Fig. 1: metal 1
Bar = 20 um. Supply wires on this layer in grey.
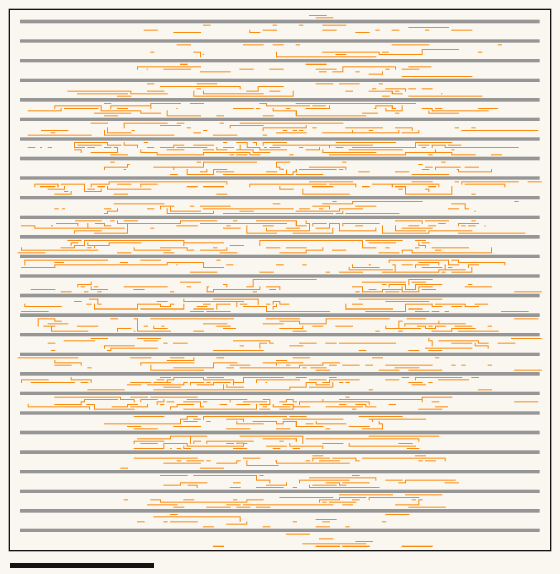
Fig. 2: signal wires on met2
Bar = 20 um.
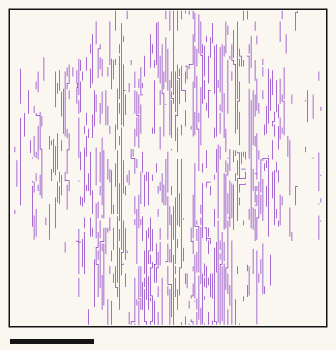
Fig. 3: met3 routing
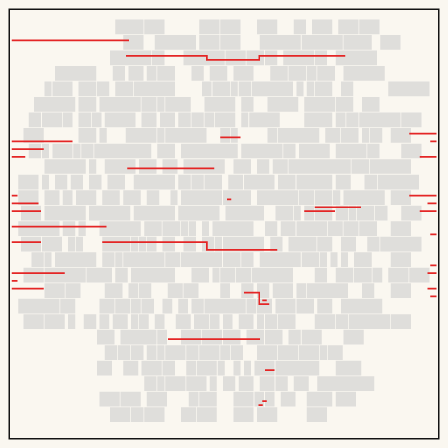
Fig. 4: routed clock nets over the placement
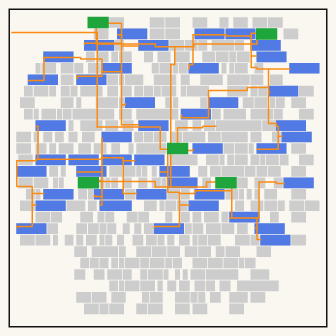
Fig. 5: congestion heat map
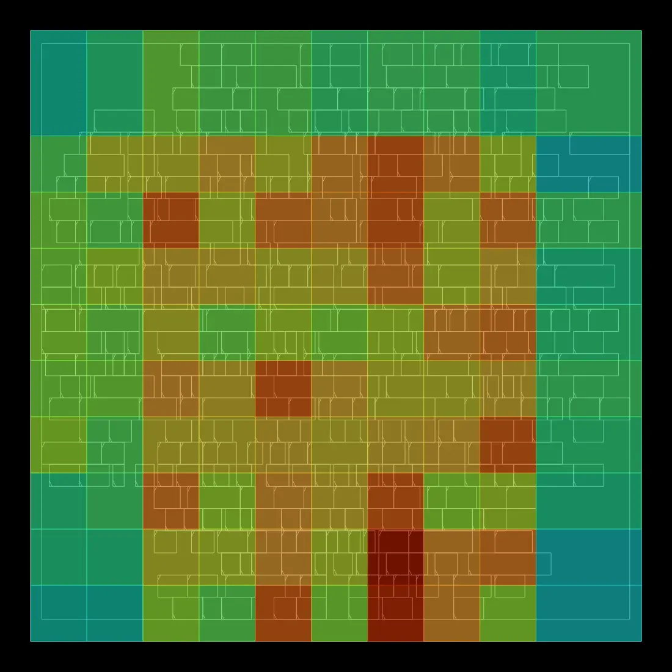
==> src/rtl/multicycle_ctrl.sv <==
// Multi-cycle RV32I sequencer: steps each instruction through FETCH/DECODE/EXEC/MEM/WB,
// waits on memory handshakes, halts on illegal opcode or memory timeout, counts retires.
module multicycle_ctrl #(
  parameter int unsigned MEM_TIMEOUT = 15,
  parameter int unsigned CNT_W       = 32
) (
  input  logic             clk,
  input  logic             rst_n,
  input  logic [6:0]       opcode,
  input  logic             zero,
  input  logic             mem_ready,
  output logic             mem_req,
  output logic             mem_read,
  output logic             mem_write,
  output logic             i_or_d,
  output logic             ir_write,
  output logic             pc_write,
  output logic             pc_src,
  output logic             alu_src_a,
  output logic [1:0]       alu_src_b,
  output logic [1:0]       alu_op,
  output logic [1:0]       imm_sel,
  output logic             reg_write,
  output logic             mem_to_reg,
  output logic [2:0]       state,
  output logic             halted,
  output logic             illegal,
  output logic             timeout,
  output logic [CNT_W-1:0] instret
);

  localparam int unsigned WAIT_W = 8;

  localparam logic [6:0] OP_R  = 7'b0110011;
  localparam logic [6:0] OP_I  = 7'b0010011;
  localparam logic [6:0] OP_LD = 7'b0000011;
  localparam logic [6:0] OP_ST = 7'b0100011;
  localparam logic [6:0] OP_BR = 7'b1100011;

  typedef enum logic [2:0] {
    FETCH  = 3'd0,
    DECODE = 3'd1,
    EXEC   = 3'd2,
    MEM_RD = 3'd3,
    MEM_WR = 3'd4,
    WB_ALU = 3'd5,
    WB_MEM = 3'd6,
    HALT   = 3'd7
  } stateT;

  stateT             stateQ;
  stateT             stateNext;
  logic [WAIT_W-1:0] waitCnt;
  logic              illegalQ;
  logic              timeoutQ;
  logic [CNT_W-1:0]  instretQ;
  logic              opLegal;
  logic              isMemState;
  logic              memExpired;
  logic              retire;
  logic              setIllegal;

  // Opcode legality and memory-wait status
  always_comb begin
    opLegal    = (opcode == OP_R) || (opcode == OP_I) || (opcode == OP_LD) ||
                 (opcode == OP_ST) || (opcode == OP_BR);
    isMemState = (stateQ == FETCH) || (stateQ == MEM_RD) || (stateQ == MEM_WR);
    memExpired = isMemState && !mem_ready && (waitCnt == WAIT_W'(MEM_TIMEOUT));
  end

  // State register
  always_ff @(posedge clk) begin
    if (!rst_n) begin
      stateQ <= FETCH;
    end else begin
      stateQ <= stateNext;
    end
  end

  // Next-state logic; mem_ready in the boundary cycle beats the timeout
  always_comb begin
    stateNext  = stateQ;
    retire     = 1'b0;
    setIllegal = 1'b0;
    case (stateQ)
      FETCH: begin
        if (mem_ready)       stateNext = DECODE;
        else if (memExpired) stateNext = HALT;
      end
      DECODE: begin
        if (opLegal) begin
          stateNext = EXEC;
        end else begin
          stateNext  = HALT;
          setIllegal = 1'b1;
        end
      end
      EXEC: begin
        case (opcode)
          OP_R, OP_I: stateNext = WB_ALU;
          OP_LD:      stateNext = MEM_RD;
          OP_ST:      stateNext = MEM_WR;
          OP_BR: begin
            stateNext = FETCH;
            retire    = 1'b1;
          end
          default: begin
            stateNext  = HALT;
            setIllegal = 1'b1;
          end
        endcase
      end
      MEM_RD: begin
        if (mem_ready)       stateNext = WB_MEM;
        else if (memExpired) stateNext = HALT;
      end
      MEM_WR: begin
        if (mem_ready) begin
          stateNext = FETCH;
          retire    = 1'b1;
        end else if (memExpired) begin
          stateNext = HALT;
        end
      end
      WB_ALU, WB_MEM: begin
        stateNext = FETCH;
        retire    = 1'b1;
      end
      HALT:    stateNext = HALT;
      default: stateNext = HALT;
    endcase
  end

  // Wait counter, sticky flags and retire counter
  always_ff @(posedge clk) begin
    if (!rst_n) begin
      waitCnt  <= '0;
      illegalQ <= 1'b0;
      timeoutQ <= 1'b0;
      instretQ <= '0;
    end else begin
      if (!isMemState || mem_ready || (stateNext != stateQ)) begin
        waitCnt <= '0;
      end else begin
        waitCnt <= waitCnt + WAIT_W'(1);
      end
      if (setIllegal) illegalQ <= 1'b1;
      if (memExpired) timeoutQ <= 1'b1;
      if (retire)     instretQ <= instretQ + CNT_W'(1);
    end
  end

  // Datapath control decode; strobes are gated off while reset is held
  always_comb begin
    mem_req    = 1'b0;
    mem_read   = 1'b0;
    mem_write  = 1'b0;
    i_or_d     = 1'b0;
    ir_write   = 1'b0;
    pc_write   = 1'b0;
    pc_src     = 1'b0;
    alu_src_a  = 1'b0;
    alu_src_b  = 2'b00;
    alu_op     = 2'b00;
    imm_sel    = 2'b00;
    reg_write  = 1'b0;
    mem_to_reg = 1'b0;
    case (stateQ)
      FETCH: begin
        mem_req   = 1'b1;
        mem_read  = 1'b1;
        alu_src_b = 2'b01;
        ir_write  = mem_ready;
        pc_write  = mem_ready;
      end
      DECODE: begin
        alu_src_b = 2'b11;
        case (opcode)
          OP_ST:   imm_sel = 2'b01;
          OP_BR:   imm_sel = 2'b10;
          default: imm_sel = 2'b00;
        endcase
      end
      EXEC: begin
        case (opcode)
          OP_R: begin
            alu_src_a = 1'b1;
            alu_op    = 2'b10;
          end
          OP_I: begin
            alu_src_a = 1'b1;
            alu_src_b = 2'b10;
            alu_op    = 2'b10;
          end
          OP_LD, OP_ST: begin
            alu_src_a = 1'b1;
            alu_src_b = 2'b10;
          end
          OP_BR: begin
            alu_src_a = 1'b1;
            alu_op    = 2'b01;
            pc_src    = 1'b1;
            pc_write  = zero;
          end
          default: ;
        endcase
      end
      MEM_RD: begin
        mem_req  = 1'b1;
        mem_read = 1'b1;
        i_or_d   = 1'b1;
      end
      MEM_WR: begin
        mem_req   = 1'b1;
        mem_write = 1'b1;
        i_or_d    = 1'b1;
      end
      WB_ALU:  reg_write = 1'b1;
      WB_MEM: begin
        reg_write  = 1'b1;
        mem_to_reg = 1'b1;
      end
      default: ;
    endcase
    if (!rst_n) begin
      mem_req   = 1'b0;
      mem_read  = 1'b0;
      mem_write = 1'b0;
      ir_write  = 1'b0;
      pc_write  = 1'b0;
      reg_write = 1'b0;
    end
  end

  assign state   = stateQ;
  assign halted  = (stateQ == HALT);
  assign illegal = illegalQ;
  assign timeout = timeoutQ;
  assign instret = instretQ;

endmodule

==> config.mk <==
export PLATFORM = sky130hd
export DESIGN_NAME = multicycle_ctrl
export DESIGN_NICKNAME = d
export VERILOG_FILES = /design/src/rtl/multicycle_ctrl.sv
export SDC_FILE = /design/constraint.sdc
export NUM_CORES = 1
export LEC_CHECK = 0
export CORE_UTILIZATION = 50
export DETAILED_ROUTE_END_ITERATION = 10
export PLACE_DENSITY = 0.87
export SLEW_MARGIN = 0
export SYNTH_ARGS = -nofsm -noshare
export SYNTH_HDL_FRONTEND = slang
export SYNTH_SLANG_ARGS = --single-unit
export TNS_END_PERCENT = 100
==> constraint.sdc <==
create_clock -name clk -period 2.43 [get_ports clk]
set_input_delay 0.3645 -clock clk [delete_from_list [all_inputs] [get_ports clk]]
set_output_delay 0.3645 -clock clk [all_outputs]
set_load 0.005 [all_outputs]
==> results.txt <==
Update from the flow run.

The register share of total power is 0.379. The main area contributors are sky130_fd_sc_hd__dfxtp_1 (34%), sky130_fd_sc_hd__xor2_1 (8.5%), sky130_fd_sc_hd__and2_1 (7.0%). The number of synthesized register bits is 45. The script reports the combined buffer and inverter count of the critical path as 3. The path with the worst hold slack has its endpoint at waitCnt[0]$_SDFF_PP0_. In the synthesized netlist, the dominant kind of combinational cell is simple AND/OR/NAND/NOR gates. The library cell occupying the most area in the post-synthesis netlist is sky130_fd_sc_hd__dfxtp_1. The tap cell instance count is 70.

The biggest slice of the area belongs to logic gates. Looking at the max-slew report, the worst-margin pin has a slew of 0.541 ns. In the layout the commonest cells are sky130_fd_sc_hd__clkdlybuf4s50_1 (63), sky130_fd_sc_hd__dfxtp_1 (44), sky130_fd_sc_hd__and2_1 (30). The number of H-tree branching levels is 2.

The run finished with clean final reports. The capture point of the worst register-to-register path is recorded as instret[29]$_SDFFE_PN0P_. The via count of the first global-routing pass is 2121.

STA classifies the critical path endpoint as a primary output. The number of design rule violations left after detail routing is 0. The number of setup violations in the final report is 0.

The number of flip-flops and latches is 45. The combinational cell area excluding buffers and inverters is 1650 sq um. Among logic cells in the layout, the one with the most instances is sky130_fd_sc_hd__clkdlybuf4s50_1.

The average wire per standard cell is 14.1 um. The largest net degree at the start of global routing is 30. Based on the critical path, the design can be clocked at up to 426 MHz. The cell seen most often among critical-path stages is sky130_fd_sc_hd__clkdlybuf4s50_1. The power report lists the sequential group at 833 uW.

The wire length of the first global-routing pass is 9.92 mm. The flow reported a cell area power density of 615 nW/um^2. RePlAce ended its routability-driven mode at a weighted congestion of 0.846. The worst-case vdd ir drop is 398 uV.

Once layout is done, the placed cells without fillers occupy 3580 sq um. In this run, the number of DRC markers left after iteration 0 of detailed routing was 78. The cell total after placement is 426. In this run the layout overhead on the synthesized area is reported as 34.1%. The vertical die dimension reported for this design is 75.0 um.
Notes on Fig. 1 above:
- share of all routed wire: 45%
- nets with wire on the layer: 345
- wire length on this layer: 2780 um
vias post-DR: 2369
routed wire length: 6.13 mm
met1 demand-to-capacity share in global routing: 0.287

Notes on Fig. 2 above:
- wire length on this layer: 3030 um
- longest straight run: 30.3 um
- nets with wire on the layer: 331
- main direction: vertical
Global Route met2 Usage: 0.384

Notes on Fig. 3 above:
- main direction: horizontal
- longest straight run: 20.2 um
- share of all routed wire: 3.8%
met3 GRT Util: 0.0736

Notes on Fig. 4 above:
- clock wires: orange (length 581 um)
- flip-flops: blue (count 45)
- clock-net drivers: green (count 5)
- routed clock nets: 6
power in the clock group: 605 uW
Late-Pin Clk Latency: 0.31 ns

Notes on Fig. 5 above:
global-route usage over all layers: 0.230
most used routing layer in global routing: met2

Power is estimated from default activity; no workload was simulated.
